===== src/rtl/mem_access.sv =====
// mem_access: memory-access stage of the single-issue MIPS pipeline.
// Takes the execute result (effective address or pass-through value) and
// the store operand, runs one variable-latency request/acknowledge data
// memory transaction per load/store, generates byte lanes for stores and
// extracts/extends lanes for loads, and holds upstream stages via stall.
//
// Handshake: mem_req is high exactly while the FSM is in REQ; the request
// fields (mem_we, mem_addr, mem_be, mem_wdata) are registered on entry to
// REQ and held stable until the next accept. The transaction completes on
// the first rising edge where mem_req=1 and mem_ack=1; mem_ack at any other
// time is ignored, and dropping mem_req without an ack means cancel.
//
// Optional feature: define MEM_ALIGN_CHECK_EN to detect misaligned
// half/word accesses, which then fault (addr_err/bad_vaddr) instead of
// issuing a request. Without it the ignored low address bits are treated
// as zero and addr_err/bad_vaddr stay 0.
module mem_access (
  input  logic        sys_clk,
  input  logic        rst,
  input  logic        valid,
  input  logic [5:0]  opcode,
  input  logic        is_load_store,
  input  logic [31:0] alu_result,
  input  logic [31:0] store_data,
  output logic        mem_req,
  output logic        mem_we,
  output logic [31:0] mem_addr,
  output logic [3:0]  mem_be,
  output logic [31:0] mem_wdata,
  input  logic [31:0] mem_rdata,
  input  logic        mem_ack,
  output logic [31:0] wb_data,
  output logic        stall,
  output logic        addr_err,
  output logic [31:0] bad_vaddr,
  output logic [1:0]  dbg_state
);

  // Primary opcodes of the supported loads and stores.
  localparam logic [5:0] OP_LB  = 6'b100000;
  localparam logic [5:0] OP_LH  = 6'b100001;
  localparam logic [5:0] OP_LW  = 6'b100011;
  localparam logic [5:0] OP_LBU = 6'b100100;
  localparam logic [5:0] OP_LHU = 6'b100101;
  localparam logic [5:0] OP_SB  = 6'b101000;
  localparam logic [5:0] OP_SH  = 6'b101001;
  localparam logic [5:0] OP_SW  = 6'b101011;

  typedef enum logic [1:0] {
    S_IDLE = 2'd0,
    S_REQ  = 2'd1,
    S_DONE = 2'd2
  } state_t;

  state_t      state_q,     state_d;
  logic        mem_req_q,   mem_req_d;
  logic        mem_we_q,    mem_we_d;
  logic [31:0] mem_addr_q,  mem_addr_d;
  logic [3:0]  mem_be_q,    mem_be_d;
  logic [31:0] mem_wdata_q, mem_wdata_d;
  logic [31:0] load_q,      load_d;
  logic [5:0]  op_q,        op_d;
  logic [1:0]  lo_q,        lo_d;
  logic        addr_err_q,  addr_err_d;
  logic [31:0] bad_vaddr_q, bad_vaddr_d;

  logic        is_load_op;
  logic        is_store_op;
  logic        is_mem;
  logic        misaligned;
  logic [3:0]  st_be;
  logic [31:0] st_wdata;
  logic [7:0]  ld_byte;
  logic [15:0] ld_half;
  logic [31:0] ld_ext;

  // Classify the presented opcode; unknown opcodes are pass-through.
  always_comb begin
    is_load_op  = 1'b0;
    is_store_op = 1'b0;
    case (opcode)
      OP_LB, OP_LH, OP_LW, OP_LBU, OP_LHU: is_load_op  = 1'b1;
      OP_SB, OP_SH, OP_SW:                 is_store_op = 1'b1;
      default: ;
    endcase
    is_mem = valid & is_load_store & (is_load_op | is_store_op);
  end

  // Alignment fault detection for the presented access.
  always_comb begin
    misaligned = 1'b0;
`ifdef MEM_ALIGN_CHECK_EN
    case (opcode)
      OP_LH, OP_LHU, OP_SH: misaligned = alu_result[0];
      OP_LW, OP_SW:         misaligned = |alu_result[1:0];
      default: ;
    endcase
`endif
  end

  // Byte enables and lane-replicated write data; loads read the full word.
  always_comb begin
    st_be    = 4'b1111;
    st_wdata = store_data;
    case (opcode)
      OP_SB: begin
        st_be    = 4'b0001 << alu_result[1:0];
        st_wdata = {4{store_data[7:0]}};
      end
      OP_SH: begin
        st_be    = alu_result[1] ? 4'b1100 : 4'b0011;
        st_wdata = {2{store_data[15:0]}};
      end
      default: ;
    endcase
  end

  // Next-state and next-output logic of the access FSM.
  always_comb begin
    state_d     = state_q;
    mem_we_d    = mem_we_q;
    mem_addr_d  = mem_addr_q;
    mem_be_d    = mem_be_q;
    mem_wdata_d = mem_wdata_q;
    load_d      = load_q;
    op_d        = op_q;
    lo_d        = lo_q;
    addr_err_d  = addr_err_q;
    bad_vaddr_d = bad_vaddr_q;
    case (state_q)
      S_IDLE: begin
        if (is_mem) begin
          // Remember which lanes to pick once the data comes back.
          op_d = opcode;
          lo_d = alu_result[1:0];
          if (misaligned) begin
            state_d     = S_DONE;
            addr_err_d  = 1'b1;
            bad_vaddr_d = alu_result;
          end else begin
            state_d     = S_REQ;
            mem_we_d    = is_store_op;
            mem_addr_d  = {alu_result[31:2], 2'b00};
            mem_be_d    = st_be;
            mem_wdata_d = st_wdata;
          end
        end
      end
      S_REQ: begin
        if (mem_ack) begin
          load_d  = mem_rdata;
          state_d = S_DONE;
        end
      end
      S_DONE: begin
        // The same instruction is still presented here, so never re-accept.
        state_d    = S_IDLE;
        addr_err_d = 1'b0;
      end
      default: state_d = S_IDLE;
    endcase
    mem_req_d = (state_d == S_REQ);
  end

  // State and registered outputs, synchronous active-high reset.
  always_ff @(posedge sys_clk) begin
    if (rst) begin
      state_q     <= S_IDLE;
      mem_req_q   <= 1'b0;
      mem_we_q    <= 1'b0;
      mem_addr_q  <= 32'd0;
      mem_be_q    <= 4'd0;
      mem_wdata_q <= 32'd0;
      load_q      <= 32'd0;
      op_q        <= 6'd0;
      lo_q        <= 2'd0;
      addr_err_q  <= 1'b0;
      bad_vaddr_q <= 32'd0;
    end else begin
      state_q     <= state_d;
      mem_req_q   <= mem_req_d;
      mem_we_q    <= mem_we_d;
      mem_addr_q  <= mem_addr_d;
      mem_be_q    <= mem_be_d;
      mem_wdata_q <= mem_wdata_d;
      load_q      <= load_d;
      op_q        <= op_d;
      lo_q        <= lo_d;
      addr_err_q  <= addr_err_d;
      bad_vaddr_q <= bad_vaddr_d;
    end
  end

  // Lane extraction and sign/zero extension of the captured load word.
  always_comb begin
    case (lo_q)
      2'd0:    ld_byte = load_q[7:0];
      2'd1:    ld_byte = load_q[15:8];
      2'd2:    ld_byte = load_q[23:16];
      default: ld_byte = load_q[31:24];
    endcase
    ld_half = lo_q[1] ? load_q[31:16] : load_q[15:0];
    ld_ext  = 32'd0;
    case (op_q)
      OP_LB:  ld_ext = {{24{ld_byte[7]}}, ld_byte};
      OP_LBU: ld_ext = {24'd0, ld_byte};
      OP_LH:  ld_ext = {{16{ld_half[15]}}, ld_half};
      OP_LHU: ld_ext = {16'd0, ld_half};
      OP_LW:  ld_ext = load_q;
      default: ;
    endcase
  end

  // Write-back value and pipeline hold, decoded from the current state.
  always_comb begin
    wb_data = 32'd0;
    stall   = 1'b0;
    case (state_q)
      S_IDLE: begin
        wb_data = alu_result;
        stall   = is_mem;
      end
      S_REQ: begin
        stall = 1'b1;
      end
      S_DONE: begin
        wb_data = addr_err_q ? 32'd0 : ld_ext;
      end
      default: ;
    endcase
  end

  assign mem_req   = mem_req_q;
  assign mem_we    = mem_we_q;
  assign mem_addr  = mem_addr_q;
  assign mem_be    = mem_be_q;
  assign mem_wdata = mem_wdata_q;
  assign addr_err  = addr_err_q;
  assign bad_vaddr = bad_vaddr_q;
  assign dbg_state = state_q;

endmodule

===== config.mk =====
export PLATFORM = sky130hd
export DESIGN_NAME = mem_access
export DESIGN_NICKNAME = d
export VERILOG_FILES = /design/src/rtl/mem_access.sv
export SDC_FILE = /design/constraint.sdc
export NUM_CORES = 1
export LEC_CHECK = 0
export ABC_AREA = 1
export CORE_MARGIN = 10
export CORE_UTILIZATION = 25
export CTS_CLUSTER_SIZE = 14
export DETAILED_ROUTE_END_ITERATION = 8
export PLACE_DENSITY = 0.51
export SETUP_SLACK_MARGIN = 0.3
export SLEW_MARGIN = 20
export SYNTH_ARGS = -nofsm -noshare
export SYNTH_HDL_FRONTEND = slang
export SYNTH_SLANG_ARGS = --single-unit
export TNS_END_PERCENT = 50

===== constraint.sdc =====
create_clock -name sys_clk -period 2.15 [get_ports sys_clk]
set_input_delay 0.43 -clock sys_clk [delete_from_list [all_inputs] [get_ports sys_clk]]
set_output_delay 0.43 -clock sys_clk [all_outputs]
set_load 0.02 [all_outputs]

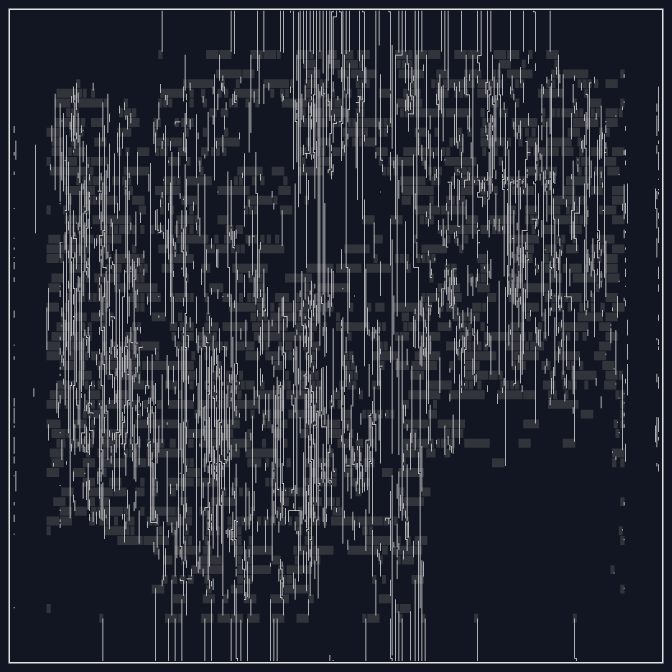
layer_met2.png
- wire length on this layer: 12700 µm
- main direction: vertical
- nets with wire on the layer: 1132
- share of all routed wire: 45%
Post-Route WL: 28100 µm
total via count in the routed design: 7519
met2 routing resource usage after global routing: 0.266

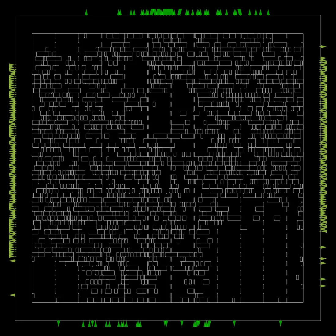
placement.png
core area: 26000 µm²
final non-filler cell total: 1724
well-tap cell count: 335
Seq Cell Count: 110

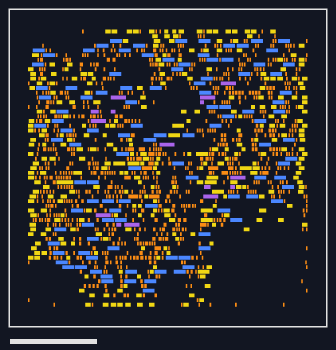
placement_by_type.png
The bar under the picture is 50 µm long.
- yellow: remaining buffers and delay cells (cells 297; share of their area 31%)
- orange: combinational and other logic (cells 967; share of their area 43%)
- blue: sequential cells (cells 110; share of their area 23%)
- purple: clock drivers and dummy loads (cells 15; share of their area 3.0%)
Non-Filler Cell Area, Final: 10000 µm²
Finished Core Util: 0.386
sequential share of cell area: 0.220
row cnt: 59

==> summary.rpt <==
=== SYNTHESIS / PLACE & ROUTE SUMMARY ===
----------------------------------------------------
[STA]
  Final Setup Violations ........................ 29
  Setup tns final ........................ -1.96 ns
  Max Slew Vio Count ........................ 0
  Share of the clock period used by the worst path ........................ 1.05
  Tightest hold margin ........................ 0.491 ns
  Post-route setup slack ........................ -0.0969 ns
  Crit path time final ........................ 2.25 ns

[CTS]
  H-tree lvl count ........................ 3
  Skew-Pair Late Insertion Delay ........................ 0.37 ns
  Inserted Clock Buffers ........................ 9
  Clock tree from TritonCTS ........................ done
  Worst-path clk slew ........................ 0.08 ns
  Clock tree root buffer cell ........................ clkbuf_16
  Buffers from clock root to sink, at most ........................ 2

[Critical path]
  Data required time of the worst path ........................ 1.72 ns
  Path length in cells of the critical path ........................ 10
  Worst Reg-to-Reg Cells ........................ 10
  CP top delay family ........................ simple AND/OR/NAND/NOR gates

[Synthesis]
  Average footprint of a synthesized cell ........................ 5.79 µm²
  Post-synthesis sequential area ratio ........................ 0.334
  Leading cell types by count after synthesis ........................ nand2_1 (388), nor2_1 (197), inv_1 (154), dfxtp_1 (110), nand3_1 (59)
  Top area cell types ........................ dfxtp_1 (33%), nand2_1 (22%), nor2_1 (11%)
  Proportion of netlist area held by the largest area contributor ........................ 0.334
  Post-Synthesis Cells ........................ 1140
  Chip area from the yosys synthesis statistics ........................ 6600 µm²
  Distinct lib cells ........................ 24
  Most used standard cell by instance count after synthesis ........................ nand2_1
  Biggest area consumer among synthesized cells ........................ dfxtp_1

[Power and ir drop]
  Leakage dissipation ........................ 4.93 nW
  Pwr/cell area ........................ 472 nW/µm²
  Worst VDD drop ........................ 0.000295 V

[Status]
  Violations in the final reports ........................ negative setup slack
  Result of the run ........................ finished, violations left

[GRT]
  First-pass GRT wire length ........................ around 43000 µm
  Global-route usage over all layers ........................ 0.166
  Global-route congestion overflow total ........................ 0

[Place]
  Routability cong. ........................ between 0.8 and 0.9
  Port buffer count ........................ 209
  Worst slack after detailed placement ........................ -0.430 ns
  HPWL after detailed placement ........................ 21800 µm

[Final layout]
  Most common library cell in the layout ignoring fill and taps ........................ nand2_1
  Fraction of final layout cells sized beyond drive strength 1 ........................ 0.137

[Floorplan]
  Floorplan die width ........................ 182 µm
  Floorplan Utilization ........................ 0.254

[Hold path]
  Launch instance of the worst min-delay path ........................ load_q[2]$_SDFFE_PP0P_

[Routing]
  Wirelength per Cell ........................ 16.3 µm
  Routed via count divided by cell count ........................ ~4.4

----------------------------------------------------
metal layers:
| metal | part of all wire | routed length [µm] |
|---|---|---|
| met2 | 0.45 | 12700 |
| met1 | 0.44 | 12400 |
| met4 | 0.010 | 293 |
| met3 | 0.097 | 2730 |
| met5 | 0.00082 | 23 |
timing repair:
| item | in CTS | in global routing |
|---|---|---|
| gates resized | 220 | 27 |
| buffers inserted | 4 | 2 |
| pin swaps | 12 | 12 |
| setup endpoints to repair | 53 | 39 |
| gates cloned | 1 | 0 |
area by class of cell:
| cell class | count | area [µm²] | share of cell area |
|---|---|---|---|
| sequential | 110 | 2210 | 0.220 |
| inverter | 157 | 589 | 0.0587 |
| tap | 335 | 419 | 0.0418 |
| clock buffer | 10 | 239 | 0.0238 |
| timing repair buffer | 297 | 3000 | 0.299 |
| multi-input combinational | 810 | 3530 | 0.352 |
| clock inverter | 5 | 45.0 | 0.00449 |
state kept, by name, indices dropped and copies added (netlist names):
signal,cells
load_q,32
mem_wdata,32
mem_addr,30
op_q,6
mem_be,4
dbg_state,2
lo_q,2
mem_req,1
mem_we,1
logic make-up after synthesis:
kind of cell,after synthesis,share of synthesized area
AOI/OAI and AO/OA,73,0.0554
buffers and inverters,254,0.174
DFF,110,0.334
other,1,0.000568
and+or+nand+nor,702,0.436
worst min-delay path: stages, from the launching register on:
cell and delay, ns:
dfxtp_1 0.32, inv_1 0.07, a21oi_1 0.06
final timing paths:
check	to	slack [ns]
max reg2reg	load_q[31]$_SDFFE_PP0P_	0.47
min reg2reg	load_q[2]$_SDFFE_PP0P_	0.49
max	wb_data[30]	-0.1
min	load_q[2]$_SDFFE_PP0P_	0.49
power by group:
group	internal, mW	switching [mW]
clock network	0.829	0.850
registers	2.08	0.0256
logic	0.437	0.513
Power figures rest on the tool's default switching activity, not on a simulated workload.
